File: config.mk
export PLATFORM = sky130hd
export DESIGN_NAME = uart_rx_bit_timer_flat
export DESIGN_NICKNAME = d
export VERILOG_FILES = /design/src/rtl/uart_rx_bit_timer_if.sv /design/src/rtl/uart_rx_bit_timer.sv /design/src/flat_wrapper.sv
export SDC_FILE = /design/constraint.sdc
export NUM_CORES = 1
export LEC_CHECK = 0
export ABC_AREA = 1
export CORE_ASPECT_RATIO = 1.25
export CORE_MARGIN = 1.5
export CORE_UTILIZATION = 44
export DETAILED_ROUTE_END_ITERATION = 8
export HOLD_SLACK_MARGIN = 0.15
export PLACE_DENSITY = 0.74
export SYNTH_ARGS = -nofsm -noshare
export SYNTH_HDL_FRONTEND = slang
export SYNTH_SLANG_ARGS = --single-unit
File: constraint.sdc
create_clock -name Clk -period 1.7 [get_ports Clk]
set_clock_uncertainty 0.15 [all_clocks]
set_input_delay 0.34 -clock Clk [delete_from_list [all_inputs] [get_ports Clk]]
set_output_delay 0.34 -clock Clk [all_outputs]
set_load 0.01 [all_outputs]
File: src/rtl/uart_rx_bit_timer_if.sv
// Bundle of the timing-engine signals shared between the RX FSM side
// (master: drives Enable, config and the serial line) and the timer
// (slave: produces counters, sampler output and strobes).
interface uart_rx_bit_timer_if #(
  parameter int PRESCALE_W = 6,
  parameter int BITCNT_W   = 4
);
  logic                  Enable;
  logic [PRESCALE_W-1:0] Prescale;
  logic [BITCNT_W-1:0]   Frame_bits;
  logic                  Rx_in;
  logic [PRESCALE_W-1:0] Edge_count;
  logic [BITCNT_W-1:0]   Bit_count;
  logic                  Sampled_bit;
  logic                  Sampled_valid;
  logic                  Bit_done;
  logic                  Frame_done;
  logic                  Cfg_err;

  modport master (
    output Enable, Prescale, Frame_bits, Rx_in,
    input  Edge_count, Bit_count, Sampled_bit, Sampled_valid,
           Bit_done, Frame_done, Cfg_err
  );

  modport slave (
    input  Enable, Prescale, Frame_bits, Rx_in,
    output Edge_count, Bit_count, Sampled_bit, Sampled_valid,
           Bit_done, Frame_done, Cfg_err
  );
endinterface

File: src/rtl/uart_rx_bit_timer.sv
// UART receiver edge/bit timing engine.
// Counts clocks inside a bit period and bit periods inside a frame, takes
// three samples around the bit centre and majority-votes them, and issues
// one-cycle registered strobes for sample, bit and frame completion.
// Prescale/Frame_bits are latched whenever the engine is idle (Rst or
// Enable low), so configuration changes during a frame have no effect.
module uart_rx_bit_timer #(
  parameter int PRESCALE_W = 6,
  parameter int BITCNT_W   = 4
) (
  input logic                 Clk,
  input logic                 Rst,
  uart_rx_bit_timer_if.slave  bus
);

  // Smallest legal settings: prescale 4 keeps the three sample points
  // strictly inside the bit, frame length 2 is start plus one more bit.
  localparam logic [PRESCALE_W-1:0] P_MIN  = PRESCALE_W'(4);
  localparam logic [BITCNT_W-1:0]   F_MIN  = BITCNT_W'(2);
  localparam logic [PRESCALE_W-1:0] E_ONE  = PRESCALE_W'(1);
  localparam logic [BITCNT_W-1:0]   B_ONE  = BITCNT_W'(1);

  // Two-out-of-three vote over the samples taken around the bit centre.
  function automatic logic majority3(input logic a, input logic b, input logic c);
    return (a & b) | (a & c) | (b & c);
  endfunction

  // Latched configuration.
  logic [PRESCALE_W-1:0] p_q, p_d;
  logic [BITCNT_W-1:0]   f_q, f_d;

  // Counters.
  logic [PRESCALE_W-1:0] edge_q, edge_d;
  logic [BITCNT_W-1:0]   bit_q, bit_d;

  // Vote samples and registered outputs.
  logic s0_q, s0_d;
  logic s1_q, s1_d;
  logic sbit_q, sbit_d;
  logic sval_q, sval_d;
  logic bdone_q, bdone_d;
  logic fdone_q, fdone_d;

  // Decoded timing points.
  logic                  cfg_err_s;
  logic [PRESCALE_W-1:0] mid_s;
  logic [PRESCALE_W-1:0] mid_m1_s;
  logic [PRESCALE_W-1:0] mid_p1_s;
  logic [PRESCALE_W-1:0] edge_max_s;
  logic [BITCNT_W-1:0]   bit_max_s;
  logic                  edge_last_s;
  logic                  bit_last_s;

  // Configuration legality and the positions inside the bit that matter.
  always_comb begin
    cfg_err_s   = (p_q < P_MIN) | (f_q < F_MIN);
    mid_s       = p_q >> 1;
    mid_m1_s    = mid_s - E_ONE;
    mid_p1_s    = mid_s + E_ONE;
    edge_max_s  = p_q - E_ONE;
    bit_max_s   = f_q - B_ONE;
    edge_last_s = (edge_q == edge_max_s);
    bit_last_s  = (bit_q == bit_max_s);
  end

  // Config registers reload while idle and freeze once counting starts.
  always_comb begin
    if (!bus.Enable) begin
      p_d = bus.Prescale;
      f_d = bus.Frame_bits;
    end else begin
      p_d = p_q;
      f_d = f_q;
    end
  end

  // Next state of counters, sampler and strobes.
  always_comb begin
    edge_d  = '0;
    bit_d   = '0;
    s0_d    = 1'b0;
    s1_d    = 1'b0;
    sbit_d  = sbit_q;
    sval_d  = 1'b0;
    bdone_d = 1'b0;
    fdone_d = 1'b0;
    if (!bus.Enable) begin
      // Idle: everything cleared, any half-finished vote is dropped.
      sbit_d = 1'b0;
    end else if (cfg_err_s) begin
      // Illegal configuration: engine parked with counters and strobes at 0.
      sbit_d = sbit_q;
    end else begin
      // Clock position inside the bit.
      if (edge_last_s) begin
        edge_d = '0;
      end else begin
        edge_d = edge_q + E_ONE;
      end
      // Bit position inside the frame; advances only at the bit boundary.
      if (edge_last_s) begin
        if (bit_last_s) begin
          bit_d = '0;
        end else begin
          bit_d = bit_q + B_ONE;
        end
      end else begin
        bit_d = bit_q;
      end
      // Samples just before and at the centre are held for the vote.
      if (edge_q == mid_m1_s) begin
        s0_d = bus.Rx_in;
      end else begin
        s0_d = s0_q;
      end
      if (edge_q == mid_s) begin
        s1_d = bus.Rx_in;
      end else begin
        s1_d = s1_q;
      end
      // Third sample just after the centre completes the vote.
      if (edge_q == mid_p1_s) begin
        sbit_d = majority3(s0_q, s1_q, bus.Rx_in);
        sval_d = 1'b1;
      end else begin
        sbit_d = sbit_q;
        sval_d = 1'b0;
      end
      bdone_d = edge_last_s;
      fdone_d = edge_last_s & bit_last_s;
    end
  end

  // State update; Rst clears everything and also latches the config.
  always_ff @(posedge Clk) begin
    if (Rst) begin
      p_q     <= bus.Prescale;
      f_q     <= bus.Frame_bits;
      edge_q  <= '0;
      bit_q   <= '0;
      s0_q    <= 1'b0;
      s1_q    <= 1'b0;
      sbit_q  <= 1'b0;
      sval_q  <= 1'b0;
      bdone_q <= 1'b0;
      fdone_q <= 1'b0;
    end else begin
      p_q     <= p_d;
      f_q     <= f_d;
      edge_q  <= edge_d;
      bit_q   <= bit_d;
      s0_q    <= s0_d;
      s1_q    <= s1_d;
      sbit_q  <= sbit_d;
      sval_q  <= sval_d;
      bdone_q <= bdone_d;
      fdone_q <= fdone_d;
    end
  end

  assign bus.Edge_count    = edge_q;
  assign bus.Bit_count     = bit_q;
  assign bus.Sampled_bit   = sbit_q;
  assign bus.Sampled_valid = sval_q;
  assign bus.Bit_done      = bdone_q;
  assign bus.Frame_done    = fdone_q;
  assign bus.Cfg_err       = cfg_err_s;

endmodule

File: src/flat_wrapper.sv
// flat-port wrapper written by rule: the top's interface ports become plain ports
module uart_rx_bit_timer_flat 
#(
  parameter int PRESCALE_W = 6,
  parameter int BITCNT_W   = 4
)
  (Clk, Rst, bus_Enable, bus_Prescale, bus_Frame_bits, bus_Rx_in, bus_Edge_count, bus_Bit_count, bus_Sampled_bit, bus_Sampled_valid, bus_Bit_done, bus_Frame_done, bus_Cfg_err);
  uart_rx_bit_timer_if #(.PRESCALE_W(PRESCALE_W), .BITCNT_W(BITCNT_W)) bus_i ();
  input logic Clk;
  input logic Rst;
  input wire logic [$bits(bus_i.Enable)-1:0] bus_Enable;
  input wire logic [$bits(bus_i.Prescale)-1:0] bus_Prescale;
  input wire logic [$bits(bus_i.Frame_bits)-1:0] bus_Frame_bits;
  input wire logic [$bits(bus_i.Rx_in)-1:0] bus_Rx_in;
  output wire logic [$bits(bus_i.Edge_count)-1:0] bus_Edge_count;
  output wire logic [$bits(bus_i.Bit_count)-1:0] bus_Bit_count;
  output wire logic [$bits(bus_i.Sampled_bit)-1:0] bus_Sampled_bit;
  output wire logic [$bits(bus_i.Sampled_valid)-1:0] bus_Sampled_valid;
  output wire logic [$bits(bus_i.Bit_done)-1:0] bus_Bit_done;
  output wire logic [$bits(bus_i.Frame_done)-1:0] bus_Frame_done;
  output wire logic [$bits(bus_i.Cfg_err)-1:0] bus_Cfg_err;
  assign bus_i.Enable = bus_Enable;
  assign bus_i.Prescale = bus_Prescale;
  assign bus_i.Frame_bits = bus_Frame_bits;
  assign bus_i.Rx_in = bus_Rx_in;
  assign bus_Edge_count = bus_i.Edge_count;
  assign bus_Bit_count = bus_i.Bit_count;
  assign bus_Sampled_bit = bus_i.Sampled_bit;
  assign bus_Sampled_valid = bus_i.Sampled_valid;
  assign bus_Bit_done = bus_i.Bit_done;
  assign bus_Frame_done = bus_i.Frame_done;
  assign bus_Cfg_err = bus_i.Cfg_err;
  uart_rx_bit_timer #(.PRESCALE_W(PRESCALE_W), .BITCNT_W(BITCNT_W)) u_core (.Clk(Clk), .Rst(Rst), .bus(bus_i));
endmodule
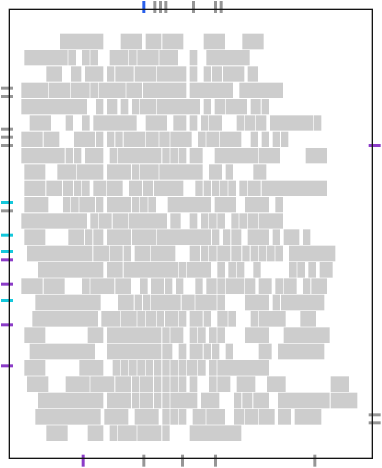
Fig. 1. Pin placement (run 1).
Drawn at 6 px/um. Pins as bars across the die edge, other pins in gray.
[bus_Frame_bits] cyan | pins: 4 | direction: input | edge: left
[bus_Frame_done] blue | pins: 1 | direction: output | edge: top
[bus_Prescale] purple | pins: 6 | direction: input | edge: 4 left, 1 right, 1 bottom

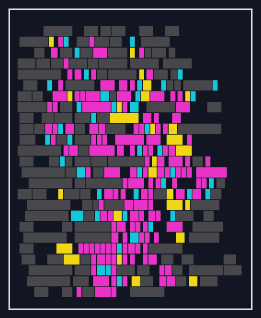
Fig. 2. Selected gate families (run 1).
Drawn at 4 px/um.
[nor cells] yellow | cells: 26 | most used: nor2_1
[nand cells] magenta | cells: 136 | most used: nand2_1
[inv cells] cyan | cells: 42 | most used: inv_1

==> results.yml, run 1 <==
# implementation run metrics
placement:
  hpwl_mm: 3.414
  dpl.cell_count: 363
  io_buffer_count: 28
setup_path:
  cp_slowest_stage_delay_ps: 440
  crit_fanout: 6
  worst_r2r_path_depth: 11
  critical_path_cell_by_cell: "buf_6, inv_6, ha_4, nand2_4, inv_2, nand2_1, nand2_2, nand2_4, nor2_8, nand3_4, o21ai_2"
  timing.rr.start: "u_core.p_q[2]$_DFFE_PP_"
  required_ps: 1770
layout:
  area_delta_synth_final_pct: 49.10
  registers: 26
  mi_logic_area_um2: 1190
  layoutNonFillerInstCount: 376
  seq_area_frac: 0.2358
  final.clkbuf_count: 4
job:
  drv_cap: 0
final_timing:
  layout_min_cycle_time_ps: 1841
  finalSetupViolations: 16
  drv_slew: 0
  finalWorstSetupSlack_ps: -140.7
outcome:
  violated_checks: "negative setup slack"
  outcome: "finished with violations"
pwr:
  p_comb_frac: 0.356
route:
  antenna_violating_nets_post_route: 0
global_routing:
  gr-max-usage-layer: "met2"
yosys:
  ys.flops: 26
  postSynthAreaPerCell_um2: 6.939
  instance_count_of_the_mapped_netlist: 260
  ys_cells: 260
min_path:
  worst_hold_path.num_cells: 2
floorplanning:
  core-area_um2: 3847
  initCoreUtil: 0.4689
  die_w_um: 60.28
cts:
  numCtsBuffers: 3
  cts_tree: "built"
  htree_levels: 1
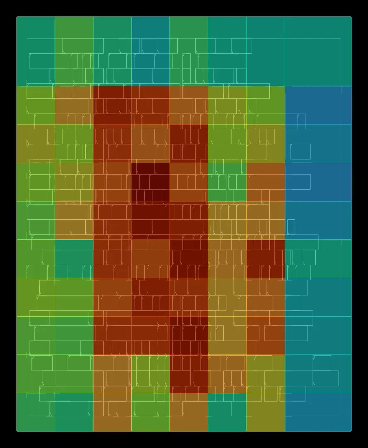
Fig. 3. Routing congestion map (run 1).
met2 demand-to-capacity share in global routing: 0.4070
met1 usage in global routing: 0.2632
global routing usage on met3: 0.03304
final standard cell utilization of the core: 0.6992
drt wl/cell: 13.74 um

==> run 1: metal layers <==
layer,vias up,share of wire
met1,870,0.37
met2,65,0.53
li1,936,-
met4,0,0.043
met3,21,0.056
met5,-,0
==> run 1: power groups by stage <==
stage	sequential [mW]	combinational (mW)	clock (mW)
global route	0.697	0.633	0.385
floorplan	0.714	0.260	0
detailed placement	0.710	0.417	0
CTS	0.689	0.453	0.373
global placement	0.709	0.412	0
finish	0.693	0.586	0.366
==> run 1: through the flow <==
stage	TNS (ps)	cell area (um^2)
after floorplan	-1.948	1807
after global placement	-282.2	2311
after detailed placement	-391.9	2311
after CTS	-343.0	2444
after global routing	-2832	2690
final	-1574	2690
==> run 1: synth_stat cells <==
| library cell | instances |
|---|---|
| sky130_fd_sc_hd__buf_6 | 1 |
| sky130_fd_sc_hd__nor4_1 | 1 |
| sky130_fd_sc_hd__nor2_1 | 15 |
| sky130_fd_sc_hd__a21oi_2 | 1 |
| sky130_fd_sc_hd__nand4_4 | 1 |
| sky130_fd_sc_hd__o21ai_1 | 1 |
| sky130_fd_sc_hd__dfxtp_1 | 16 |
| sky130_fd_sc_hd__nor2_4 | 1 |
| sky130_fd_sc_hd__a21oi_1 | 4 |
| sky130_fd_sc_hd__o21ai_0 | 2 |
| sky130_fd_sc_hd__xor2_1 | 6 |
| sky130_fd_sc_hd__nand2_1 | 96 |
| sky130_fd_sc_hd__nor2_8 | 1 |
| sky130_fd_sc_hd__or2_2 | 1 |
| sky130_fd_sc_hd__nand2_2 | 6 |
| sky130_fd_sc_hd__buf_12 | 1 |
| sky130_fd_sc_hd__inv_1 | 33 |
| sky130_fd_sc_hd__nand3_1 | 27 |
| sky130_fd_sc_hd__nand4_1 | 3 |
| sky130_fd_sc_hd__o21ai_2 | 4 |
| sky130_fd_sc_hd__nor3_1 | 1 |
| sky130_fd_sc_hd__ha_1 | 7 |
| sky130_fd_sc_hd__inv_2 | 9 |
| sky130_fd_sc_hd__nand3_4 | 1 |
| sky130_fd_sc_hd__edfxtp_1 | 10 |
| sky130_fd_sc_hd__nor2_2 | 7 |
| sky130_fd_sc_hd__buf_2 | 1 |
| sky130_fd_sc_hd__nand2_4 | 2 |
| sky130_fd_sc_hd__xnor2_1 | 1 |
==> run 1: sequential cells by signal, indices dropped and copies added, names as in the netlist <==
name and count:
u_core.bus.Edge_count 6, u_core.p_q 6, u_core.bus.Bit_count 4, u_core.f_q 4, u_core.bus.Bit_done 1, u_core.bus.Frame_done 1
u_core.bus.Sampled_bit 1, u_core.bus.Sampled_valid 1, u_core.s0_q 1, u_core.s1_q 1
==> run 1: cell families (layout without fill, tap and decap cells) <==
kind of cell               Yosys count  count (layout)  synth area share
DFF                                 26              26            0.3440
xor gates and xnor gates             7               7           0.03398
and+or+nand+nor                    163             163            0.4223
buffers and inverters               45             107            0.1075
adders and majority gates            7               7           0.04854
AOI/OAI and AO/OA                   12              12           0.04369
==> run 1: critical path: cells and delay by family, from the launching register on <==
family / cells / cell delay, ps
fa+ha+maj: 1 / 150
buf+inv: 3 / 260
flops: 1 / 440
compound gates: 1 / 150
simple gates: 6 / 620
==> run 2: changes to the inputs <==
--- a/config.mk
+++ b/config.mk
@@ -6,6 +6,7 @@
 export NUM_CORES = 1
 export LEC_CHECK = 0
 export ABC_AREA = 1
+export CAP_MARGIN = 20
 export CORE_ASPECT_RATIO = 1.25
 export CORE_MARGIN = 1.5
 export CORE_UTILIZATION = 44
==> run 2 against run 1 <==
- the run still ends with negative setup slack left
- first-iteration DRC count did not move
- synthesized area did not move
- core utilization did not move
- non-clock buffer count did not move
- cell area did not move
- global-route usage did not move
==> results.yml, run 2 <==
# implementation run metrics
outcome:
  outcome: "finished with violations"
  violated_checks: "negative setup slack"
layout:
  fin_util: 0.6992
  finalInstanceArea_um2: 2690
  area_delta_synth_final_pct: 49.10
yosys:
  ys_async_sr_fraction: 0
  ys.flops: 26
  enable_flop_cells: 10
  top_cell_area_share: 0.1997
  ys_cells: 260
  instance_count_of_the_mapped_netlist: 260
  ys_dominant_reg_cell: "sky130_fd_sc_hd__dfxtp_1"
  post_synth_most_frequent_cells: "96 x sky130_fd_sc_hd__nand2_1, 33 x sky130_fd_sc_hd__inv_1, 27 x sky130_fd_sc_hd__nand3_1"
  yosys-stat-area_um2: 1804
  synth_top_cell_by_count: "sky130_fd_sc_hd__nand2_1"
setup_path:
  crit_fanout: 6
  critical_path_class: "flop to flop"
  timing.rr.start: "u_core.p_q[2]$_DFFE_PP_"
  required_ps: 1770
floorplanning:
  core-area_um2: 3847
  initCoreUtil: 0.4689
  design.portCount: 29
final_timing:
  finalWorstSetupSlack_ps: -140.7
  drv_slew: 0
  finalSetupViolations: 16
job:
  drv_cap: 0
placement:
  dpl_cell_area_um2: 2311
  hpwl_mm: 3.414
route:
  wl_per_cell_um: 13.74
  antenna_violating_nets_post_route: 0
cts:
  numCtsBuffers: 3
## run 2: cell counts in the layout (fill, tap and decap cells not counted)
Identical to the previous run, type by type.
## run 2: critical path, cell delays in order (launching register included)
cell and delay [ps]:
sky130_fd_sc_hd__edfxtp_1 440, sky130_fd_sc_hd__buf_6 150, sky130_fd_sc_hd__inv_6 60, sky130_fd_sc_hd__ha_4 150
sky130_fd_sc_hd__nand2_4 70, sky130_fd_sc_hd__inv_2 50, sky130_fd_sc_hd__nand2_1 80, sky130_fd_sc_hd__nand2_2 100
sky130_fd_sc_hd__nand2_4 70, sky130_fd_sc_hd__nor2_8 160, sky130_fd_sc_hd__nand3_4 140, sky130_fd_sc_hd__o21ai_2 150
## run 2: power breakdown
group	leakage (nW)	internal, mW	switching [mW]
registers	0.234	0.671	0.0215
logic	1.05	0.258	0.327
clock network	0.0228	0.168	0.198
## run 2: what timing repair did
action | 4_1_cts | 5_1_grt
cloned | 0 | 0
hold buffers | 0 | 0
setup buffers | 9 | 3
setup endpoints to repair | 18 | 21
resized | 22 | 58
pin swaps | 7 | 29
## run 2: cell type report
class                           instances  area [um^2]
Tap cell                               54        67.56
Fill cell                             288         1157
Inverter                               42        175.2
Clock buffer                            4        45.04
Sequential cell                        26        634.4
Timing Repair Buffer                   61        578.1
Multi-Input combinational cell        189         1190
## run 2: kinds of logic after synthesis
family,Yosys count,share of synthesized area
DFF,26,0.3440
buffers and inverters,45,0.1075
and+or+nand+nor,163,0.4223
adders and majority gates,7,0.04854
AOI/OAI and AO/OA,12,0.04369
xor gates and xnor gates,7,0.03398
## run 2: metrics by stage
step / TNS [ps] / instances / power [mW] / setup slack, ps
floorplan: -1.948 / 260 / 0.9739 / -1.948
global placement: -282.2 / 363 / 1.120 / -54.68
detailed placement: -391.9 / 363 / 1.127 / -64.13
CTS: -343.0 / 374 / 1.515 / -56.42
global route: -2832 / 376 / 1.714 / -227.2
finish: -1574 / 376 / 1.644 / -140.7
## run 2: metal layers
metal  track usage  wire, um  share of wire
met1        0.2632      1931           0.37
met2        0.4070      2721           0.53
met3       0.03304       290          0.056
met4        0.1185       223          0.043
met5             0         0              0
## run 2: path summary, 6_finish.rpt
path | end | slack, ps | depth (start not counted)
worst min register to register | u_core.s1_q$_SDFFE_PP0N_ | 340 | 2
worst max-delay path | u_core.bus.Bit_count[0]$_SDFFE_PP0P_ | -140 | 11
worst max register to register | u_core.bus.Bit_count[0]$_SDFFE_PP0P_ | -140 | 11
worst min-delay path | u_core.s1_q$_SDFFE_PP0N_ | 340 | 2
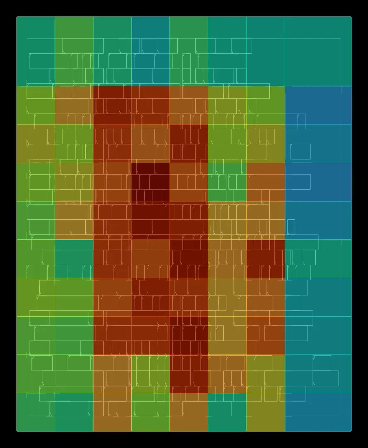
Fig. 4. Routing congestion map (run 2).
Total GRT Usage: 0.2299
routing layer with the top usage in global route: met2

No activity file was given, so power comes from the tool's default toggle rates.
